Run 1, placement view:
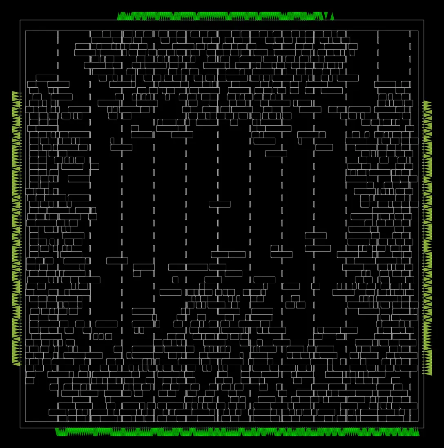
Run 1, cells by drive strength:
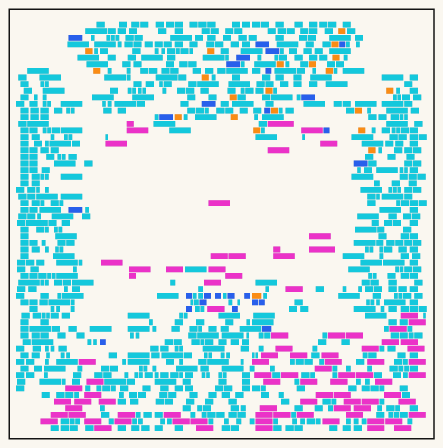
Run 1, I/O pins on the die edge:
The bar under the picture is 50 um long. Pins as bars across the die edge, other pins in gray.
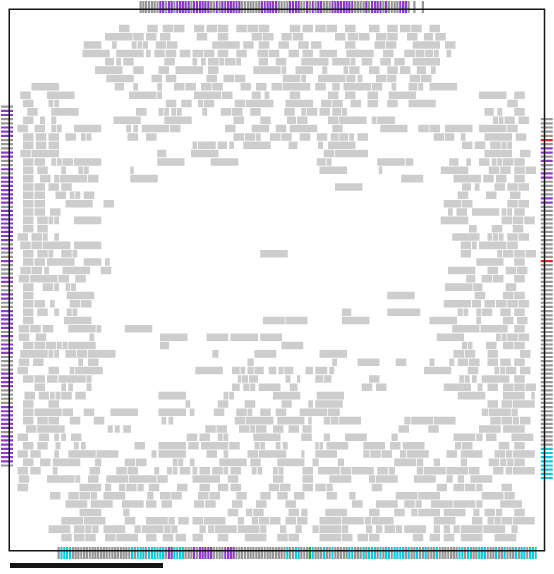
Run 1, layout detail:
Window x 120 to 140, y 122 to 142 um. Cells in gray, sequential cells in the stronger gray; small squares are vias.
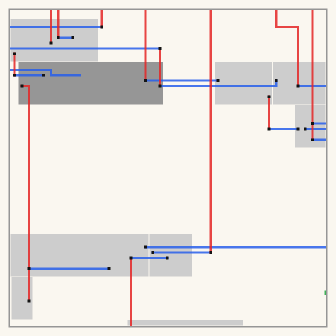
[config.mk]
export PLATFORM = sky130hd
export DESIGN_NAME = mem_arbiter
export DESIGN_NICKNAME = d
export VERILOG_FILES = /design/src/rtl/grv_mem_pkg.sv /design/src/rtl/mem_arb_rr.sv /design/src/rtl/mem_arbiter.sv
export SDC_FILE = /design/constraint.sdc
export NUM_CORES = 1
export LEC_CHECK = 0
export ABC_CLOCK_PERIOD_IN_PS = 2400
export CORE_AREA = 2 2 172 174
export CTS_CLUSTER_SIZE = 12
export DETAILED_ROUTE_END_ITERATION = 10
export DIE_AREA = 0 0 174 176
export PLACE_DENSITY = 0.6
export SYNTH_ARGS = -nofsm -noshare
export SYNTH_HDL_FRONTEND = slang
export SYNTH_HIERARCHICAL = 1
export SYNTH_SLANG_ARGS = --single-unit
export TNS_END_PERCENT = 10
[constraint.sdc]
create_clock -name clock -period 2.4 [get_ports clock]
set_clock_uncertainty 0.2 [all_clocks]
set_input_delay 0.24 -clock clock [delete_from_list [all_inputs] [get_ports clock]]
set_output_delay 0.24 -clock clock [all_outputs]
set_load 0.05 [all_outputs]
[src/rtl/grv_mem_pkg.sv]
// Shared types for the two-port memory arbiter.
//   arb_state_e : arbiter FSM states (IDLE / ISSUE / WAIT)
//   req_id_t    : requester ID, REQ_FETCH = 0, REQ_LSU = 1
//   len_t       : burst length field (beats minus 1)
//   id_to_onehot: requester ID to 2-bit one-hot strobe
package grv_mem_pkg;

  typedef enum logic [1:0] {
    StIdle  = 2'd0,
    StIssue = 2'd1,
    StWait  = 2'd2
  } arb_state_e;

  typedef logic req_id_t;

  localparam req_id_t REQ_FETCH = 1'b0;
  localparam req_id_t REQ_LSU   = 1'b1;

  typedef logic [2:0] len_t;

  function automatic logic [1:0] id_to_onehot(input req_id_t id);
    return (id == REQ_LSU) ? 2'b10 : 2'b01;
  endfunction

endpackage

[src/rtl/mem_arb_rr.sv]
// Two-way round-robin grant with its own priority pointer.
// Ports:
//   clk_i, rst_ni : clock, asynchronous active-low reset
//   req_i         : request vector (bit0 fetch, bit1 LSU)
//   en_i          : a grant may be issued this cycle; pointer moves only when it is
//   gnt_o         : one-hot grant (zero when disabled or no request)
//   gnt_id_o      : ID of the requester that would win
module mem_arb_rr
  import grv_mem_pkg::*;
(
  input  logic       clk_i,
  input  logic       rst_ni,
  input  logic [1:0] req_i,
  input  logic       en_i,
  output logic [1:0] gnt_o,
  output req_id_t    gnt_id_o
);

  // ptr_q names the requester that wins a tie.
  req_id_t ptr_q, ptr_d;
  logic    take;

  always_comb begin
    take     = en_i && (|req_i);
    gnt_id_o = (req_i == 2'b11) ? ptr_q : (req_i[1] ? REQ_LSU : REQ_FETCH);
    gnt_o    = take ? id_to_onehot(gnt_id_o) : 2'b00;
    ptr_d    = ptr_q;
    // The loser of this grant gets priority next time.
    if (take) begin
      ptr_d = ~gnt_id_o;
    end
  end

  always_ff @(posedge clk_i or negedge rst_ni) begin
    if (!rst_ni) begin
      ptr_q <= REQ_FETCH;
    end else begin
      ptr_q <= ptr_d;
    end
  end

endmodule

[src/rtl/mem_arbiter.sv]
// Two-requester (fetch, LSU) arbiter in front of a single-outstanding memory port.
// One transaction at a time: IDLE grants round-robin and latches the request, ISSUE
// holds it on the memory port until accepted, WAIT forwards response beats
// combinationally to the owner until the last beat.
// Optional feature: define MEM_ARBITER_TIMEOUT_EN to add a WAIT watchdog that, after
// TIMEOUT_CYC cycles without a beat, returns a zero last-beat to the owner and sets err.
// Ports:
//   clock, reset (async, active low)
//   req_valid/req_ready/req_addr/req_wen/req_wdata/req_len : packed per requester
//   rsp_valid[1:0], rsp_data, rsp_last                     : response to requesters
//   mem_req_* / mem_rsp_*                                  : memory side
//   err                                                    : sticky timeout flag
module mem_arbiter
  import grv_mem_pkg::*;
#(
  parameter int unsigned ADDR_W      = 32,
  parameter int unsigned DATA_W      = 64,
  parameter int unsigned TIMEOUT_CYC = 255
) (
  input  logic                clock,
  input  logic                reset,
  input  logic [1:0]          req_valid,
  output logic [1:0]          req_ready,
  input  logic [2*ADDR_W-1:0] req_addr,
  input  logic [1:0]          req_wen,
  input  logic [2*DATA_W-1:0] req_wdata,
  input  logic [5:0]          req_len,
  output logic [1:0]          rsp_valid,
  output logic [DATA_W-1:0]   rsp_data,
  output logic                rsp_last,
  output logic                mem_req_valid,
  input  logic                mem_req_ready,
  output logic [ADDR_W-1:0]   mem_req_addr,
  output logic                mem_req_wen,
  output logic [DATA_W-1:0]   mem_req_wdata,
  output logic [2:0]          mem_req_len,
  input  logic                mem_rsp_valid,
  input  logic [DATA_W-1:0]   mem_rsp_data,
  input  logic                mem_rsp_last,
  output logic                err
);

  if (TIMEOUT_CYC == 0) begin : g_bad_timeout
    $error("mem_arbiter: TIMEOUT_CYC must be nonzero");
  end

  arb_state_e          state_q, state_d;
  req_id_t             owner_q, owner_d;
  logic [ADDR_W-1:0]   addr_q, addr_d;
  logic                wen_q, wen_d;
  logic [DATA_W-1:0]   wdata_q, wdata_d;
  len_t                len_q, len_d;
  logic [1:0]          gnt;
  req_id_t             gnt_id;

`ifdef MEM_ARBITER_TIMEOUT_EN
  localparam int unsigned CntW = $clog2(TIMEOUT_CYC + 1);
  logic [CntW-1:0] cnt_q, cnt_d;
  logic            err_q, err_d;
`endif

  mem_arb_rr u_rr (
    .clk_i    (clock),
    .rst_ni   (reset),
    .req_i    (req_valid),
    .en_i     (state_q == StIdle),
    .gnt_o    (gnt),
    .gnt_id_o (gnt_id)
  );

  // Grant is combinational from req_valid, so mask it while reset is held.
  assign req_ready     = gnt & {2{reset}};
  assign mem_req_valid = (state_q == StIssue);
  assign mem_req_addr  = addr_q;
  assign mem_req_wen   = wen_q;
  assign mem_req_wdata = wdata_q;
  assign mem_req_len   = len_q;

  always_comb begin
    state_d   = state_q;
    owner_d   = owner_q;
    addr_d    = addr_q;
    wen_d     = wen_q;
    wdata_d   = wdata_q;
    len_d     = len_q;
    rsp_valid = 2'b00;
    rsp_data  = '0;
    rsp_last  = 1'b0;
`ifdef MEM_ARBITER_TIMEOUT_EN
    cnt_d     = '0;
    err_d     = err_q;
`endif
    case (state_q)
      StIdle: begin
        if (|req_valid) begin
          owner_d = gnt_id;
          if (gnt_id == REQ_LSU) begin
            addr_d  = req_addr[2*ADDR_W-1:ADDR_W];
            wen_d   = req_wen[1];
            wdata_d = req_wdata[2*DATA_W-1:DATA_W];
            len_d   = req_len[5:3];
          end else begin
            addr_d  = req_addr[ADDR_W-1:0];
            wen_d   = req_wen[0];
            wdata_d = req_wdata[DATA_W-1:0];
            len_d   = req_len[2:0];
          end
          // Writes are always a single beat.
          if (wen_d) begin
            len_d = '0;
          end
          state_d = StIssue;
        end
      end
      StIssue: begin
        if (mem_req_ready) begin
          state_d = StWait;
        end
      end
      StWait: begin
        if (mem_rsp_valid) begin
          rsp_valid = id_to_onehot(owner_q);
          rsp_data  = mem_rsp_data;
          rsp_last  = mem_rsp_last;
          if (mem_rsp_last) begin
            state_d = StIdle;
          end
        end
`ifdef MEM_ARBITER_TIMEOUT_EN
        else if (cnt_q == CntW'(TIMEOUT_CYC - 1)) begin
          // Synthesize a terminating zero beat so the owner is not left hanging.
          rsp_valid = id_to_onehot(owner_q);
          rsp_last  = 1'b1;
          err_d     = 1'b1;
          state_d   = StIdle;
        end else begin
          cnt_d = cnt_q + CntW'(1);
        end
`endif
      end
      default: begin
        state_d = StIdle;
      end
    endcase
  end

  always_ff @(posedge clock or negedge reset) begin
    if (!reset) begin
      state_q <= StIdle;
      owner_q <= REQ_FETCH;
      addr_q  <= '0;
      wen_q   <= 1'b0;
      wdata_q <= '0;
      len_q   <= '0;
    end else begin
      state_q <= state_d;
      owner_q <= owner_d;
      addr_q  <= addr_d;
      wen_q   <= wen_d;
      wdata_q <= wdata_d;
      len_q   <= len_d;
    end
  end

`ifdef MEM_ARBITER_TIMEOUT_EN
  always_ff @(posedge clock or negedge reset) begin
    if (!reset) begin
      cnt_q <= '0;
      err_q <= 1'b0;
    end else begin
      cnt_q <= cnt_d;
      err_q <= err_d;
    end
  end

  assign err = err_q;
`else
  assign err = 1'b0;
`endif

endmodule

==> out/qor.yml, run 1 <==
cts:
  post-cts-setup-buffers: 0
  cts-root-buf: "clkbuf_16"
setup_path:
  endpoint: "rsp_data[44]"
  worstRegToRegCells: 6
synth:
  syn-cell-area_sq_um: 5630
  synth.area.top_cells: "dfrtp_1 46%, mux2i_1 18%, a21oi_1 15%"
  topCombFamilyByArea: "AND-OR/OR-AND gates"
  flop_cell: "dfrtp_1"
  synth_flops: 104
  largest_area_cell: "dfrtp_1"
  ys_sh_aoi_pct: 21.5
  ys_seq_share_pct: 46.3
  netlist_instances: 548
  ys_sh_adder_pct: 0
place:
  numPortBuffers: 440
cells_and_area:
  final_cell_mix: "369 x clkdlybuf4s50_1, 164 x a21oi_1, 104 x dfrtp_1"
  dominant-cell-class: "buffers"
  logic_area_sq_um: 2740
  drive_gt1_share_pct: 14.4
  final_cell_area_sq_um: 11500
  flop_area_sq_um: 2600
detailed_routing:
  m1WireLength_mm: 10.1
  ant_nets: 0
pwr:
  clock_power_share_pct: 11.5
  power_leader: "combinational cells"
  sw_frac_of_total_pct: 50.9
run_status:
  status: "complete, no violations"
global_route:
  grt_use_met2_pct: 27.1
  grt_pass1_vias: 6091
timing:
  rsz0062_at_grt: "false"
  worst_pin_slew_ns: 0.580
  worst_slack_ns: 0.155
floorplan:
  ios: 442
## Picture notes: 'placement view'
sequential share of cell area: 22.6%
std cell rows: 62

## Picture notes: 'cells by drive strength'
size	color	cells
x1 and smaller	cyan	827
x3 and x4	blue	26
x6 and larger	magenta	92
x2	orange	21

## Picture notes: 'I/O pins on the die edge'
port	color	pins	direction	edge
mem_rsp_last	green	1	input	bottom
req_wen	red	2	input	right
mem_rsp_data	cyan	64	input	56 bottom, 8 right
req_wdata	purple	128	input	55 left, 54 top, 12 bottom, 7 right

## Picture notes: 'layout detail'
layer	color
M3	green
M2	red
M1	blue
netlist names of flops here include	mem_req_wdata (1)
most frequent	clkdlybuf4s50_1 (2)
cells with their middle in the window	8
sequential cells in the window	1

Run 1, cell area per tile:
The die is cut into 17 by 18 equal tiles; white is low, dark blue is high, 0 to 100% covered.
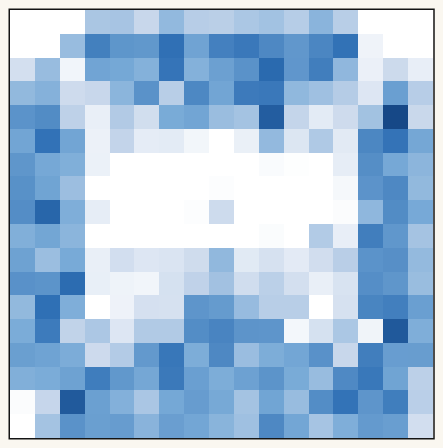

==> run 1 -> run 2 <==
PLACE_DENSITY = 0.52   (was 0.6)
SKIP_LAST_GASP = 1   (was default)
Run 2, cell area per tile:
The die is cut into 17 by 18 equal tiles; white is low, dark blue is high, 0 to 100% covered.
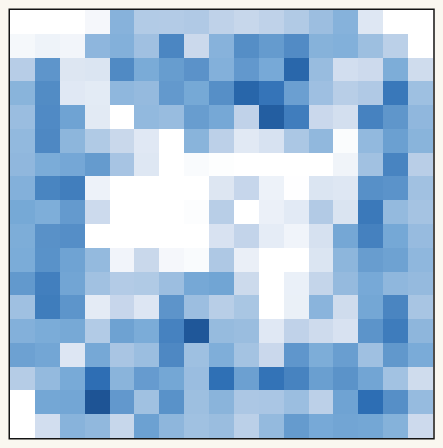
emptiest ninth of the die	middle
tiles over 75% full	2.0%
fullest tile	86%
mean over tiles	36%

Run 2, layout detail:
Window x 120 to 140, y 122 to 142 um. Cells in gray, sequential cells in the stronger gray; small squares are vias.
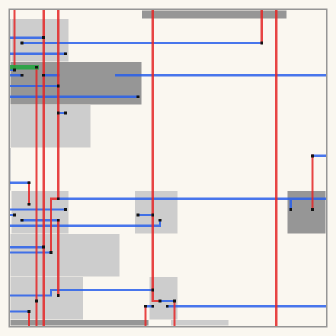
layer	color
M1	blue
M3	green
M2	red
sequential cells in the window	1
cells with their middle in the window	8
netlist names of flops here include	mem_req_wdata (1)

Run 2, cells by drive strength:
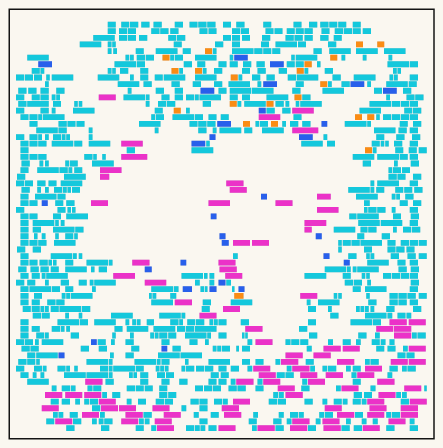
size	color	cells
x1 and smaller	cyan	825
x2	orange	21
x6 and larger	magenta	96
x3 and x4	blue	30

==> run 2 against run 1 <==
Wire length increased by 4.2%. Total power increased by 0.97%. Cell count increased by 0.44%. Via count about the same. Setup slack improved by 0.033 ns. First-iteration DRC count increased by 18%. Core utilization increased by 0.40 points. Cell area increased by 1.0%. Register-to-register slack improved by 0.07 ns. Die size unchanged. Critical endpoint is now rsp_data[0].
==> out/qor.yml, run 2 <==
run_status:
  status: "complete, no violations"
setup_path:
  endpoint: "rsp_data[0]"
  worstRegToRegCells: 4  # -2
synth:
  synth_flops: 104  # unchanged
  ys_sh_aoi_pct: 21.5  # unchanged
  ys_seq_share_pct: 46.3  # unchanged
  synth.area.top_cells: "dfrtp_1 46%, mux2i_1 18%, a21oi_1 15%"
  syn-cell-area_sq_um: 5630  # unchanged
  netlist_instances: 548  # unchanged
  ys_sh_adder_pct: 0  # unchanged
  flop_cell: "dfrtp_1"
detailed_routing:
  ant_nets: 0  # unchanged
  m1WireLength_mm: 10.6  # +5.1%
cells_and_area:
  seq_share_pct: 22.4  # -0.22 points
  final_cell_mix: "369 x clkdlybuf4s50_1, 164 x a21oi_1, 104 x dfrtp_1"
  dominant-cell-class: "buffers"
  flop_area_sq_um: 2600  # unchanged
  drive_gt1_share_pct: 15.1  # +0.73 points
  logic_area_sq_um: 2740  # unchanged
global_route:
  grt_pass1_vias: 6182  # +1.5%
  grt-ovfl-total: 0
place:
  numPortBuffers: 440  # unchanged
floorplan:
  num_rows: 62  # unchanged
  ios: 442  # unchanged
cts:
  cts-root-buf: "clkbuf_16"
  cts_tree: "built"
  post-cts-setup-buffers: 0  # unchanged
pwr:
  clock_power_share_pct: 11.9  # +0.4 points
  sw_frac_of_total_pct: 50.8  # about the same
  power_leader: "combinational cells"
timing:
  worst_pin_slew_ns: 0.991  # +0.411 ns
  setup-tns-final_ns: 0
  worst_slack_ns: 0.188  # +0.0328 ns
No activity file was given, so power comes from the tool's default toggle rates.
